$ cat src/rtl/lms_weight_update.sv
// Three-tap sign-free LMS weight updater: one sample accepted per 5 cycles,
// each weight updated in its own cycle into a shadow, then all three committed together.
module lms_weight_update #(
    parameter int DW   = 9,
    parameter int FRAC = 4
) (
    input  logic                 Clk,
    input  logic                 reset,
    input  logic                 sample_valid,
    output logic                 in_ready,
    input  logic signed [DW-1:0] xn,
    input  logic signed [DW-1:0] err,
    input  logic        [2:0]    mu_shift,
    input  logic                 w_load,
    input  logic signed [DW-1:0] w0_init,
    input  logic signed [DW-1:0] w1_init,
    input  logic signed [DW-1:0] w2_init,
    output logic signed [DW-1:0] w0,
    output logic signed [DW-1:0] w1,
    output logic signed [DW-1:0] w2,
    output logic                 w_valid,
    output logic        [7:0]    update_count,
    output logic                 sat_flag
);

    localparam int PW  = 2 * DW;
    localparam int SW  = PW + 1;
    localparam int SHW = $clog2(PW) + 1;
    localparam logic signed [SW-1:0] SAT_MAX = SW'((1 <<< (DW - 1)) - 1);
    localparam logic signed [SW-1:0] SAT_MIN = SW'(-(1 <<< (DW - 1)));

    typedef enum logic [2:0] {
        IDLE,
        UPD0,
        UPD1,
        UPD2,
        COMMIT
    } state_t;

    state_t               state_q;
    logic signed [DW-1:0] w_q  [3];
    logic signed [DW-1:0] h_q  [3];
    logic signed [DW-1:0] sh_q [3];
    logic signed [DW-1:0] xn_q;
    logic signed [DW-1:0] err_q;
    logic        [2:0]    mu_q;
    logic                 w_valid_q;
    logic        [7:0]    cnt_q;
    logic                 sat_q;

    logic signed [DW-1:0]  w_sel;
    logic signed [DW-1:0]  h_sel;
    logic signed [PW-1:0]  prod_d;
    logic signed [PW-1:0]  delta_d;
    logic signed [SW-1:0]  sum_d;
    logic        [SHW-1:0] shamt_d;
    logic signed [DW-1:0]  shadow_d;
    logic                  clamp_d;

    // Tap k pairs weight w_k with history h(k+1), i.e. x[n-1-k].
    always_comb begin
        w_sel = w_q[0];
        h_sel = h_q[0];
        case (state_q)
            UPD1: begin
                w_sel = w_q[1];
                h_sel = h_q[1];
            end
            UPD2: begin
                w_sel = w_q[2];
                h_sel = h_q[2];
            end
            default: ;
        endcase
    end

    always_comb begin
        prod_d   = PW'(err_q) * PW'(h_sel);
        shamt_d  = SHW'(FRAC) + SHW'(mu_q);
        delta_d  = prod_d >>> shamt_d;
        sum_d    = SW'(w_sel) + SW'(delta_d);
        shadow_d = sum_d[DW-1:0];
        clamp_d  = 1'b0;
        if (sum_d > SAT_MAX) begin
            shadow_d = SAT_MAX[DW-1:0];
            clamp_d  = 1'b1;
        end else if (sum_d < SAT_MIN) begin
            shadow_d = SAT_MIN[DW-1:0];
            clamp_d  = 1'b1;
        end
    end

    always_ff @(posedge Clk) begin
        if (reset) begin
            state_q   <= IDLE;
            w_q       <= '{default: '0};
            h_q       <= '{default: '0};
            sh_q      <= '{default: '0};
            xn_q      <= '0;
            err_q     <= '0;
            mu_q      <= '0;
            w_valid_q <= 1'b0;
            cnt_q     <= '0;
            sat_q     <= 1'b0;
        end else begin
            w_valid_q <= 1'b0;
            case (state_q)
                IDLE: begin
                    if (w_load) begin
                        w_q[0] <= w0_init;
                        w_q[1] <= w1_init;
                        w_q[2] <= w2_init;
                        sat_q  <= 1'b0;
                    end else if (sample_valid) begin
                        xn_q    <= xn;
                        err_q   <= err;
                        mu_q    <= mu_shift;
                        state_q <= UPD0;
                    end
                end
                UPD0: begin
                    sh_q[0] <= shadow_d;
                    if (clamp_d) sat_q <= 1'b1;
                    state_q <= UPD1;
                end
                UPD1: begin
                    sh_q[1] <= shadow_d;
                    if (clamp_d) sat_q <= 1'b1;
                    state_q <= UPD2;
                end
                UPD2: begin
                    sh_q[2] <= shadow_d;
                    if (clamp_d) sat_q <= 1'b1;
                    state_q <= COMMIT;
                end
                COMMIT: begin
                    w_q       <= sh_q;
                    h_q[2]    <= h_q[1];
                    h_q[1]    <= h_q[0];
                    h_q[0]    <= xn_q;
                    cnt_q     <= cnt_q + 8'd1;
                    w_valid_q <= 1'b1;
                    state_q   <= IDLE;
                end
                default: state_q <= IDLE;
            endcase
        end
    end

    assign in_ready     = (state_q == IDLE);
    assign w0           = w_q[0];
    assign w1           = w_q[1];
    assign w2           = w_q[2];
    assign w_valid      = w_valid_q;
    assign update_count = cnt_q;
    assign sat_flag     = sat_q;

endmodule

$ cat config.mk
export PLATFORM = sky130hd
export DESIGN_NAME = lms_weight_update
export DESIGN_NICKNAME = d
export VERILOG_FILES = /design/src/rtl/lms_weight_update.sv
export SDC_FILE = /design/constraint.sdc
export NUM_CORES = 1
export LEC_CHECK = 0
export CAP_MARGIN = 20
export CORE_UTILIZATION = 47
export DETAILED_ROUTE_END_ITERATION = 10
export GPL_TIMING_DRIVEN = 0
export PLACE_DENSITY = 0.64
export SLEW_MARGIN = 5
export SYNTH_ARGS = -nofsm -noshare
export SYNTH_HDL_FRONTEND = slang
export SYNTH_SLANG_ARGS = --single-unit
$ cat constraint.sdc
create_clock -name Clk -period 18.5 [get_ports Clk]
set_input_delay 2.775 -clock Clk [delete_from_list [all_inputs] [get_ports Clk]]
set_output_delay 2.775 -clock Clk [all_outputs]
set_load 0.01 [all_outputs]
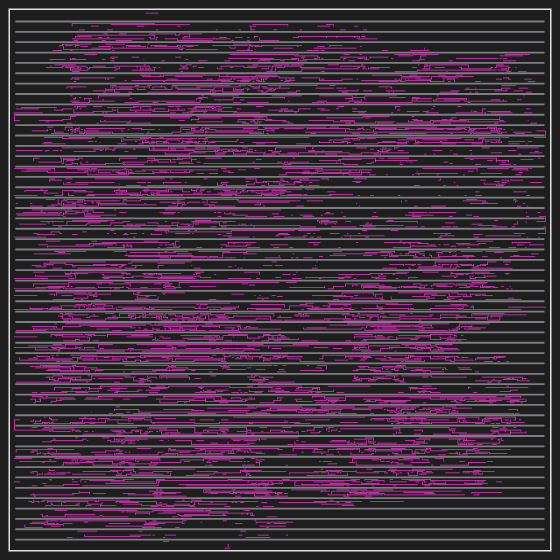
*Metal 1*
Supply wires on this layer in grey.
The layer carries 11,800 um of wire. The layer holds 49% of the routed length. 1,300 nets have wire on it.
final wirelength: 23.9 mm
Via Count: 8,011

==> deck_impl_summary.md <==
Implementation Results

Worst setup path
  – Critical Path RT: 18.82 ns
  – R2R setup slack: 7.86 ns
  – Slowest CP cell: o41ai_4
  – CP arrival: 10.96 ns
  – R2R Path End: sh_q[22]
  – Crit. Startpoint: state_q[2]
  – CP startpoint kind: register

Power
  – Worst vdd ir: 0.0560 mV
  – Net Sw Frac: 0.292
  – Share of power burned in registers: 0.360
  – Top Consumer: the clock network
  – Combinational power: 0.000145 W
  – Combinational share of power: 0.191
  – Cell Int Power: 0.000538 W
  – Lkg Pwr: 4.52 nW
  – Clk network pwr share: 0.449

Floorplanning
  – Core area: 18,900 um2
  – Pre-Place Util: 0.486
  – Chip width: 142 um
  – Row count: 50
  – Die area: 20,100 um2
  – DIE HEIGHT: 142 um
  – Tap cell count: 260

Final timing
  – Worst hold margin: 0.453 ns
  – Worst-Margin Slew: 1.05 ns
  – RSZ-0062 raised after global routing: no
  – Rel. slew slack: 0.295
  – Max Transition Viols Final: 0
  – Cycle use final: 0.575

Clocking
  – Max Root-Sink Buffers: 2
  – CTS Hold Bufs: 0
  – Inserted Clock Buffers: 17
  – Cts repair resizes: 0
  – CTS tree: yes
  – Worst-path clk slew: 0.06 ns
  – H-tree Lvls: 4

Run
  – Tool warning count: 26
  – Max Cap Viol: 0

Layout
  – Inverters excl. clock: 91
  – Most numerous logic cell after layout: nand2_1
  – Plain + repair buffers: 154
  – Most frequent cells in the layout: nand2_1 (219), dfxtp_1 (115), nor2_1 (96)
  – Comb area share: 0.571
  – Fill count: 1,810
  – Clkbuf count: 18
  – Fraction of area in registers: 0.209
  – Clock-cell share: 0.0563
  – Layout Nets: 1,402
  – Layout cell share with drive strength beyond 1: 0.0574
  – Biggest Area Class: multi-input combinational cells
  – Comb. cell area: 6280 um2

Global route
  – Global route overflow: 0
  – Met1 Track Usage GR: 0.355
  – Number of global-route vias before repair: 7,733
  – Overall Global Routing Usage: 0.248
  – First-pass GRT wire length: 39.1 mm
  – Largest net degree at the start of global routing: 17

Placement
  – Port Buffers: 88
  – Gpl congestion: 0.848

Yosys
  – Yosys stat chip area: 9180 um2
  – Synth Flop Type: dfxtp_1
  – Syn Area/Cell: 8.22 um2
  – Yosys stat cell total: 1,117
  – Top logic family: adder cells
  – Synth Seq Share: 0.251
  – Yosys cell types: 62
  – Synth warn: 0
  – Adder Share, Synth: 0.229

Route
  – Met2 WL: 10.8 mm
  – Met1 Wirelength: 11.8 mm
  – Via density: 5.35
  – Avg WL per Cell: 16.0 um

Run status
  – Run status: finished clean

Worst hold path
  – Start point of the worst hold path: xn_q[3]
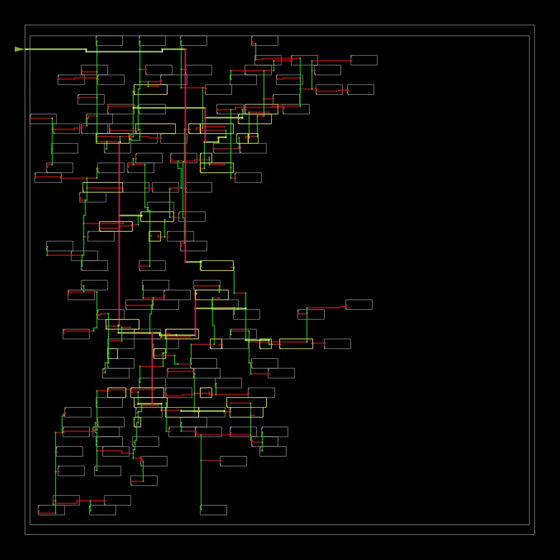
*Clock wiring as the flow saved it*
clock skew: 0.00891 ns
CTS Sinks: 115
power of the clock network: 0.000341 W

[flip-flops by register name, summed over array words and instances (netlist names)]
register      count
err_q             9
h_q              27
mu_q              3
sat_flag          1
sh_q             27
state_q           3
update_count      8
w0                9
w1                9
w2                9
w_valid           1
xn_q              9
[critical path: cells and delay by family (launching register included)]
family | cells | cell delay [ns]
adder cells (fa/ha/maj) | 7 | 3.22
AND-OR/OR-AND | 13 | 4.00
XOR/XNOR | 2 | 0.30
multiplexers | 3 | 0.76
AND/OR/NAND/NOR | 4 | 0.81
flip-flops | 1 | 0.30
buffers and inverters | 4 | 1.15
[synthesized netlist by cell type (3+ instances only)]
cell      number  share of area
and3_1         3         0.0020
a211oi_1      25          0.020
o32ai_1        6         0.0057
mux2i_1       39          0.043
nand3b_1       4         0.0033
nand2_1      219          0.090
a21oi_2        7         0.0067
a21oi_1       79          0.043
xnor2_1       25          0.024
nand3_1       11         0.0060
nor2b_1       20          0.014
dfxtp_1      115           0.25
buf_1         12         0.0049
inv_1         91          0.037
xor2_1        19          0.018
a311oi_1      27          0.026
fa_1          71           0.15
mux2_2         9          0.011
o211ai_1       5         0.0041
o21ai_1        7         0.0038
clkbuf_1      47          0.019
nor2_1        96          0.039
o221ai_1       3         0.0029
a21o_1         9         0.0074
a21boi_0       3         0.0025
or2_2          5         0.0034
ha_1          54          0.074
and2_1        22          0.015
o21ai_0       23          0.013
buf_2          4         0.0022
nor3_1         7         0.0038
nand2b_1       9         0.0061
[metrics by stage]
step,setup WS (ns),utilization,std cells,area [um2],total power [W]
finish,7.86,0.583,1498,11000,0.000760
global route,6.88,0.583,1498,11000,0.000790
CTS,7.87,0.583,1498,11000,0.000761
detailed placement,7.94,0.550,1466,10400,0.000422
global placement,8.04,0.550,1465,10400,0.000420
floorplan,9.62,-,1117,9180,0.000363
Power is estimated from default activity; no workload was simulated.
